Fig. 1: track usage over the die
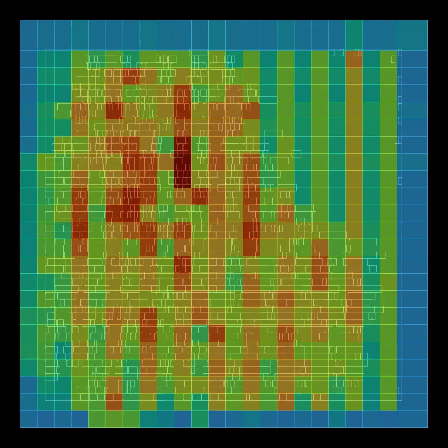
Fig. 2: layout detail
Scale bar: 10 um. Window x 62 to 102, y 29 to 69 um. Cells in grey, sequential cells in the stronger grey; small squares are vias.
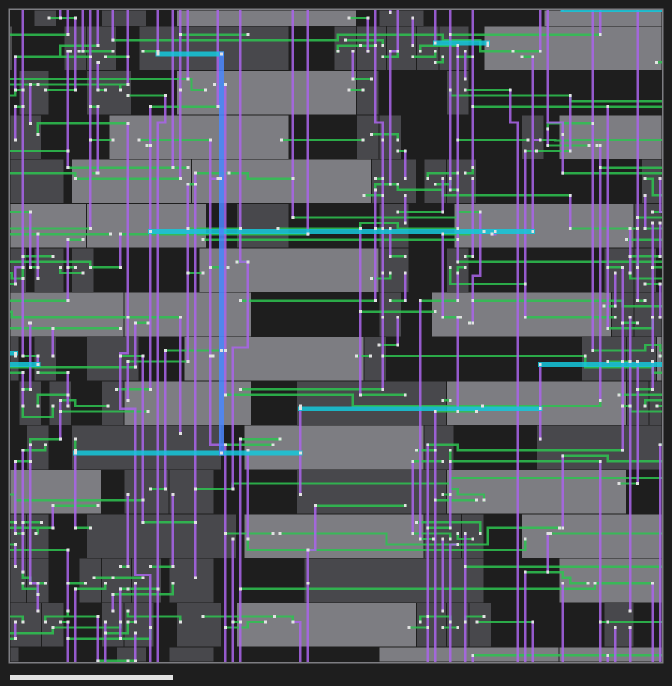
Fig. 3: the metal 2 layer
Scale bar: 50 um.
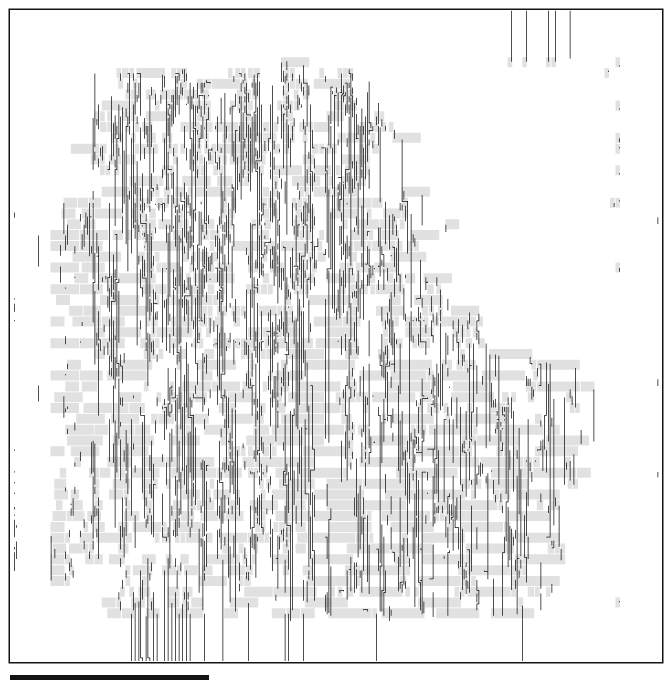
## config.mk

```make
export PLATFORM = sky130hd
export DESIGN_NAME = uart_tx_mmio
export DESIGN_NICKNAME = d
export VERILOG_FILES = /design/src/rtl/perips_pkg.sv /design/src/rtl/sync_fifo.sv /design/src/rtl/uart_tx_mmio.sv
export SDC_FILE = /design/constraint.sdc
export NUM_CORES = 1
export LEC_CHECK = 0
export ABC_AREA = 1
export ABC_CLOCK_PERIOD_IN_PS = 4000
export CAP_MARGIN = 20
export CORE_MARGIN = 10
export CORE_UTILIZATION = 35
export CTS_BUF_LIST = sky130_fd_sc_hd__clkbuf_16
export DETAILED_ROUTE_END_ITERATION = 7
export PLACE_DENSITY = 0.58
export SETUP_SLACK_MARGIN = 0.15
export SLEW_MARGIN = 40
export SYNTH_ARGS = -nofsm -noshare
export SYNTH_HDL_FRONTEND = slang
export SYNTH_SLANG_ARGS = --single-unit
```

## constraint.sdc

```tcl
create_clock -name clk -period 4 [get_ports clk]
set_input_delay 1.2 -clock clk [delete_from_list [all_inputs] [get_ports clk]]
set_output_delay 1.2 -clock clk [all_outputs]
set_load 0.05 [all_outputs]
```

## src/rtl/perips_pkg.sv

```systemverilog
// Shared definitions for the memory-mapped peripherals: UART register offsets,
// STATUS bit positions, transmitter FSM states and the baud reload helper.
package perips_pkg;

    localparam logic [3:0] UART_OFS_TXDATA  = 4'h0;
    localparam logic [3:0] UART_OFS_STATUS  = 4'h4;
    localparam logic [3:0] UART_OFS_DIVISOR = 4'h8;

    localparam int STATUS_FULL      = 0;
    localparam int STATUS_EMPTY     = 1;
    localparam int STATUS_BUSY      = 2;
    localparam int STATUS_OVERFLOW  = 3;
    localparam int STATUS_COUNT_LSB = 4;

    typedef enum logic [1:0] {
        ST_IDLE  = 2'd0,
        ST_START = 2'd1,
        ST_DATA  = 2'd2,
        ST_STOP  = 2'd3
    } uart_state_t;

    // A divisor of 0 behaves like 1, so the counter reload is D-1 with D=max(div,1).
    function automatic logic [15:0] bit_reload(input logic [15:0] div);
        return (div == 16'd0) ? 16'd0 : div - 16'd1;
    endfunction

endpackage

```

## src/rtl/sync_fifo.sv

```systemverilog
// Single-clock FIFO; pointers carry one extra wrap bit so full and empty are
// distinguished without a separate counter. Push when full and pop when empty are ignored.
module sync_fifo #(
    parameter int WIDTH = 8,
    parameter int DEPTH = 8,
    localparam int AW   = $clog2(DEPTH)
) (
    input  logic             clk,
    input  logic             rst,
    input  logic             push,
    input  logic             pop,
    input  logic [WIDTH-1:0] din,
    output logic [WIDTH-1:0] dout,
    output logic             full,
    output logic             empty,
    output logic [AW:0]      count
);

    logic [WIDTH-1:0] mem [DEPTH];
    logic [AW:0]      wr_ptr;
    logic [AW:0]      rd_ptr;
    logic             do_push;
    logic             do_pop;

    assign do_push = push && !full;
    assign do_pop  = pop && !empty;

    // NOTE: sequential state uses non-blocking assignments so every register
    // samples pre-edge values regardless of statement order.
    always_ff @(posedge clk) begin
        if (rst) begin
            wr_ptr <= '0;
            rd_ptr <= '0;
        end else begin
            if (do_push) wr_ptr <= wr_ptr + 1'b1;
            if (do_pop)  rd_ptr <= rd_ptr + 1'b1;
        end
    end

    // NOTE: storage is deliberately not reset; the pointers alone define which
    // entries are valid, and leaving the array reset-free lets it map to RAM.
    always_ff @(posedge clk) begin
        if (do_push) mem[wr_ptr[AW-1:0]] <= din;
    end

    assign count = wr_ptr - rd_ptr;
    assign empty = (wr_ptr == rd_ptr);
    assign full  = (wr_ptr[AW] != rd_ptr[AW]) && (wr_ptr[AW-1:0] == rd_ptr[AW-1:0]);
    assign dout  = mem[rd_ptr[AW-1:0]];

endmodule

```

## src/rtl/uart_tx_mmio.sv

```systemverilog
// Memory-mapped 8N1 UART transmitter: TXDATA/STATUS/DIVISOR registers, a TX
// FIFO and a bit-serialiser FSM driving a registered, idle-high tx line.
module uart_tx_mmio
    import perips_pkg::*;
#(
    parameter logic [31:0] BASE_ADDR   = 32'h1000_0000,
    parameter int          FIFO_DEPTH  = 8,
    parameter logic [15:0] DEFAULT_DIV = 16'd4
) (
    input  logic        clk,
    input  logic        rst,
    input  logic [31:0] mem_addr,
    input  logic [31:0] mem_wdata,
    input  logic        mem_read_req,
    input  logic        mem_write_req,
    input  logic [3:0]  mem_byte_en,
    output logic        mem_hit,
    output logic [31:0] mem_rdata_raw,
    output logic        tx
);

    localparam int CNT_W = $clog2(FIFO_DEPTH) + 1;

    logic [3:0]       reg_ofs;
    logic             wr_txdata;
    logic             wr_status;
    logic             wr_div;
    logic [15:0]      div;
    logic             overflow;
    logic             fifo_full;
    logic             fifo_empty;
    logic             fifo_pop;
    logic [7:0]       fifo_dout;
    logic [CNT_W-1:0] fifo_count;
    logic [31:0]      count_ext;
    logic [3:0]       status_cnt;
    logic [31:0]      status_word;

    uart_state_t state, state_d;
    logic [15:0] baud_cnt, baud_d;
    logic [2:0]  bit_cnt, bit_d;
    logic [7:0]  shreg, shreg_d;
    logic        tx_q, tx_d;
    logic        bit_done;
    logic        unused_bits;

    assign reg_ofs   = {mem_addr[3:2], 2'b00};
    assign mem_hit   = (mem_addr[31:4] == BASE_ADDR[31:4]) && (mem_addr[3:2] != 2'd3);
    assign wr_txdata = mem_hit && mem_write_req && (reg_ofs == UART_OFS_TXDATA) && mem_byte_en[0];
    assign wr_status = mem_hit && mem_write_req && (reg_ofs == UART_OFS_STATUS);
    assign wr_div    = mem_hit && mem_write_req && (reg_ofs == UART_OFS_DIVISOR);
    assign unused_bits = ^{mem_addr[1:0], mem_wdata[31:16], mem_byte_en[3:2]};

    sync_fifo #(.WIDTH(8), .DEPTH(FIFO_DEPTH)) u_fifo (
        .clk   (clk),
        .rst   (rst),
        .push  (wr_txdata),
        .pop   (fifo_pop),
        .din   (mem_wdata[7:0]),
        .dout  (fifo_dout),
        .full  (fifo_full),
        .empty (fifo_empty),
        .count (fifo_count)
    );

    // Full is judged on the pre-edge count, so a push beside a pop on a full FIFO still drops.
    always_ff @(posedge clk) begin
        if (rst) begin
            div      <= DEFAULT_DIV;
            overflow <= 1'b0;
        end else begin
            if (wr_div && mem_byte_en[0]) div[7:0]  <= mem_wdata[7:0];
            if (wr_div && mem_byte_en[1]) div[15:8] <= mem_wdata[15:8];
            if (wr_txdata && fifo_full)
                overflow <= 1'b1;
            else if (wr_status && mem_byte_en[0] && mem_wdata[STATUS_OVERFLOW])
                overflow <= 1'b0;
        end
    end

    assign count_ext  = 32'(fifo_count);
    assign status_cnt = (count_ext > 32'd15) ? 4'hF : count_ext[3:0];

    always_comb begin
        status_word = '0;
        status_word[STATUS_FULL]     = fifo_full;
        status_word[STATUS_EMPTY]    = fifo_empty;
        status_word[STATUS_BUSY]     = (state != ST_IDLE);
        status_word[STATUS_OVERFLOW] = overflow;
        status_word[STATUS_COUNT_LSB +: 4] = status_cnt;
    end

    always_comb begin
        mem_rdata_raw = '0;
        if (mem_hit && mem_read_req) begin
            case (reg_ofs)
                UART_OFS_STATUS:  mem_rdata_raw = status_word;
                UART_OFS_DIVISOR: mem_rdata_raw = {16'b0, div};
                default:          mem_rdata_raw = '0;
            endcase
        end
    end

    assign bit_done = (baud_cnt == 16'd0);

    // NOTE: every output of this block gets a default first, so no path can
    // leave a signal unassigned and infer a latch.
    always_comb begin
        state_d  = state;
        baud_d   = baud_cnt;
        bit_d    = bit_cnt;
        shreg_d  = shreg;
        tx_d     = tx_q;
        fifo_pop = 1'b0;
        case (state)
            ST_IDLE: begin
                if (!fifo_empty) begin
                    fifo_pop = 1'b1;
                    state_d  = ST_START;
                    tx_d     = 1'b0;
                    baud_d   = bit_reload(div);
                    shreg_d  = fifo_dout;
                end
            end
            ST_START: begin
                if (bit_done) begin
                    state_d = ST_DATA;
                    tx_d    = shreg[0];
                    baud_d  = bit_reload(div);
                    bit_d   = 3'd0;
                end else begin
                    baud_d = baud_cnt - 16'd1;
                end
            end
            ST_DATA: begin
                if (bit_done) begin
                    baud_d = bit_reload(div);
                    if (bit_cnt == 3'd7) begin
                        state_d = ST_STOP;
                        tx_d    = 1'b1;
                    end else begin
                        bit_d   = bit_cnt + 3'd1;
                        shreg_d = shreg >> 1;
                        tx_d    = shreg[1];
                    end
                end else begin
                    baud_d = baud_cnt - 16'd1;
                end
            end
            ST_STOP: begin
                if (bit_done) begin
                    // Back-to-back frames: go straight into the next start bit.
                    if (!fifo_empty) begin
                        fifo_pop = 1'b1;
                        state_d  = ST_START;
                        tx_d     = 1'b0;
                        baud_d   = bit_reload(div);
                        shreg_d  = fifo_dout;
                    end else begin
                        state_d = ST_IDLE;
                    end
                end else begin
                    baud_d = baud_cnt - 16'd1;
                end
            end
            default: state_d = ST_IDLE;
        endcase
    end

    always_ff @(posedge clk) begin
        if (rst) begin
            state    <= ST_IDLE;
            baud_cnt <= '0;
            bit_cnt  <= '0;
            shreg    <= '0;
            tx_q     <= 1'b1;
        end else begin
            state    <= state_d;
            baud_cnt <= baud_d;
            bit_cnt  <= bit_d;
            shreg    <= shreg_d;
            tx_q     <= tx_d;
        end
    end

    assign tx = tx_q;

endmodule

```

==> results.yml <==
# synthesis and place-and-route metrics
worst_setup_path:
  critPathLaunchType: "primary input"
  crit_arrival_ps: 2560
  crit_family: "simple AND/OR/NAND/NOR gates"
  critPathMaxStageDelay_ps: 230
  crit_slowest_cell: "dlygate4sd2_1"
  path_cells: "dlygate4sd2_1 > nor2_1 > nand2_1 > nor2_1 > nand2_1 > nor2_4 > nand3_4 > buf_12 > a21oi_4 > buf_12"
  endpoint_kind: "output pin"
  rrSetupSlack_ps: 1690
  crit_cells: 10
  criticalPathCategory: "primary input to output pin"
  reg2regPathDepth: 11
  crit_path_end: "mem_rdata_raw[7]"
  r2r_start: "u_fifo.wr_ptr[0]"
  path_buffers: 3
  crit_start: "mem_addr[6]"
power:
  total_power_uw: 5000
  cellPowerDensity_mw_per_mm2: 541
  irDropWorstVdd_v: 0.000386
  switching_share_pct: 39.5
  p_switching_uw: 1970
  internal_power_uw: 3030
  leakage_uw: 0.00389
  powerSeq_uw: 1540
  power_frac_seq_pct: 30.8
  comb_power_uw: 1800
  power-top-group: "combinational cells"
  pg_clk_uw: 1650
  clkPwrFrac_pct: 33.1
layout:
  fin_area_mm2: 0.00924
  comb_area_share_pct: 40.3
  comb_cells: 690
  nonClockBufferCount: 91
  inv_count: 117
  largest_class: "logic gates"
  antenna_cells: 0
  drive_gt1_share_pct: 13.0
  comb_area_mm2: 0.00372
  final_cell_mix: "222 x nand2_1, 108 x inv_1, 101 x nand3_1"
  nFillCells: 2009
  area_share_nonclk_buffers_pct: 11.1
  stdcell_count: 1322
  largest_reg_flops: 64
  flops: 122
  sh_seq_area_pct: 33.4
  final_common_cell: "nand2_1"
min_path:
  min_path_type: "flop to flop"
  min_path_cells: 2
  worstHoldEndpoint: "shreg[6]"
clock_tree:
  clockRootBuffer: "clkbuf_16"
  clock_sinks: 122
  clock_path_buffers: 2
  clk_latency_ps: 420
  post_cts_buffers: 2
  clk_pin_slew_ps: 60
  ctsHoldBuffers: 0
  cts_tree: "done"
  numCtsBuffers: 17
yosys:
  top_area_cell: "edfxtp_1"
  yosysTopAreaCellShare_pct: 26.4
  avgSynthCellArea_um2: 7.52
  ys_cells: 966
  yosys_warnings: 0
  postSynthCellCount: 966
  edf_count: 64
  synthTopCellsByArea: "edfxtp_1 26%, dfxtp_1 16%, nand2_1 12%, nand3_1 7.1%, inv_1 5.6%"
  yosys-stat-area_mm2: 0.00727
  common_cells: "224 x nand2_1, 109 x inv_1, 103 x nand3_1, 94 x nor2_1, 64 x edfxtp_1"
  top_logic_kind: "simple AND/OR/NAND/NOR gates"
  yosysUniqueCellTypes: 46
  ys_sh_adder_pct: 3.55
  ys_sh_xor_pct: 1.33
  ys_sh_simple_pct: 29.0
  postSynthSeqShare_pct: 42.4
  async_flop_share_pct: 0
job:
  tool_warnings: 55
  maxCapViolations: 0
final_timing:
  fin_crit_ps: 3760
  holdWs_ps: 438
  slew_headroom_pct: 45.0
  rsz0062_at_grt: "false"
  worst_pin_slew_ps: 826
  fin_crit_sh_pct: 93.9
  fmax_mhz: 266
  hold_violations: 0
  skew_ps: 10.6
  setup_viol: 0
route:
  routed.top_layer: "met4"
  dr.first_iter.drc_count: 434
  dr_wl_met2_um: 9290
  via_per_inst: 4.93
  drc: 0
  routed-wl-met3_um: 1100
  m1WireLength_um: 8940
  dr.pass1.iters: 5
placement:
  dp_cells: 1288
  place_area_mm2: 0.00859
  place_congestion: 0.884
  pre_cts_ws_ps: -226
  place_hpwl_um: 13900
  port_buffers: 69
die:
  nWellTaps: 270
  rows: 52
  io_pins: 106
  dieArea_mm2: 0.0269
  die_x_um: 164
outcome:
  outcome: "complete, no violations"
grt:
  grt_max_degree: 33
  grt_most_used_layer: "met2"
  grt_pass1_wl_um: 31900
  antenna_found_initial: 0
  use_met1_pct: 18.7
  grt_pass1_vias: 6117
  grt_overflow: 0
Notes on Fig. 1 above:
GRT Overall Usage: 14.9%
Util after Layout: 45.5%
GRT met3 Usage: 4.03%
routed len/inst: 14.9 um
met2 usage: 24.3%

Notes on Fig. 2 above:
- green: metal 1
- purple: metal 2
- blue: metal 4
- cyan: metal 3
- cells with their middle in the window: 96
- most frequent: nand2_1 (16), edfxtp_1 (16), inv_1 (10)
- sequential cells in the window: 23
- netlist names of flops here include: `u_fifo.mem` (16), `u_fifo.rd_ptr` (2)

Notes on Fig. 3 above:
- wire length on this layer: 9290 um
- longest straight run: 54.7 um
- main direction: vertical
routed wire length: 19700 um
Vias: 6516

Power is estimated from default activity; no workload was simulated.
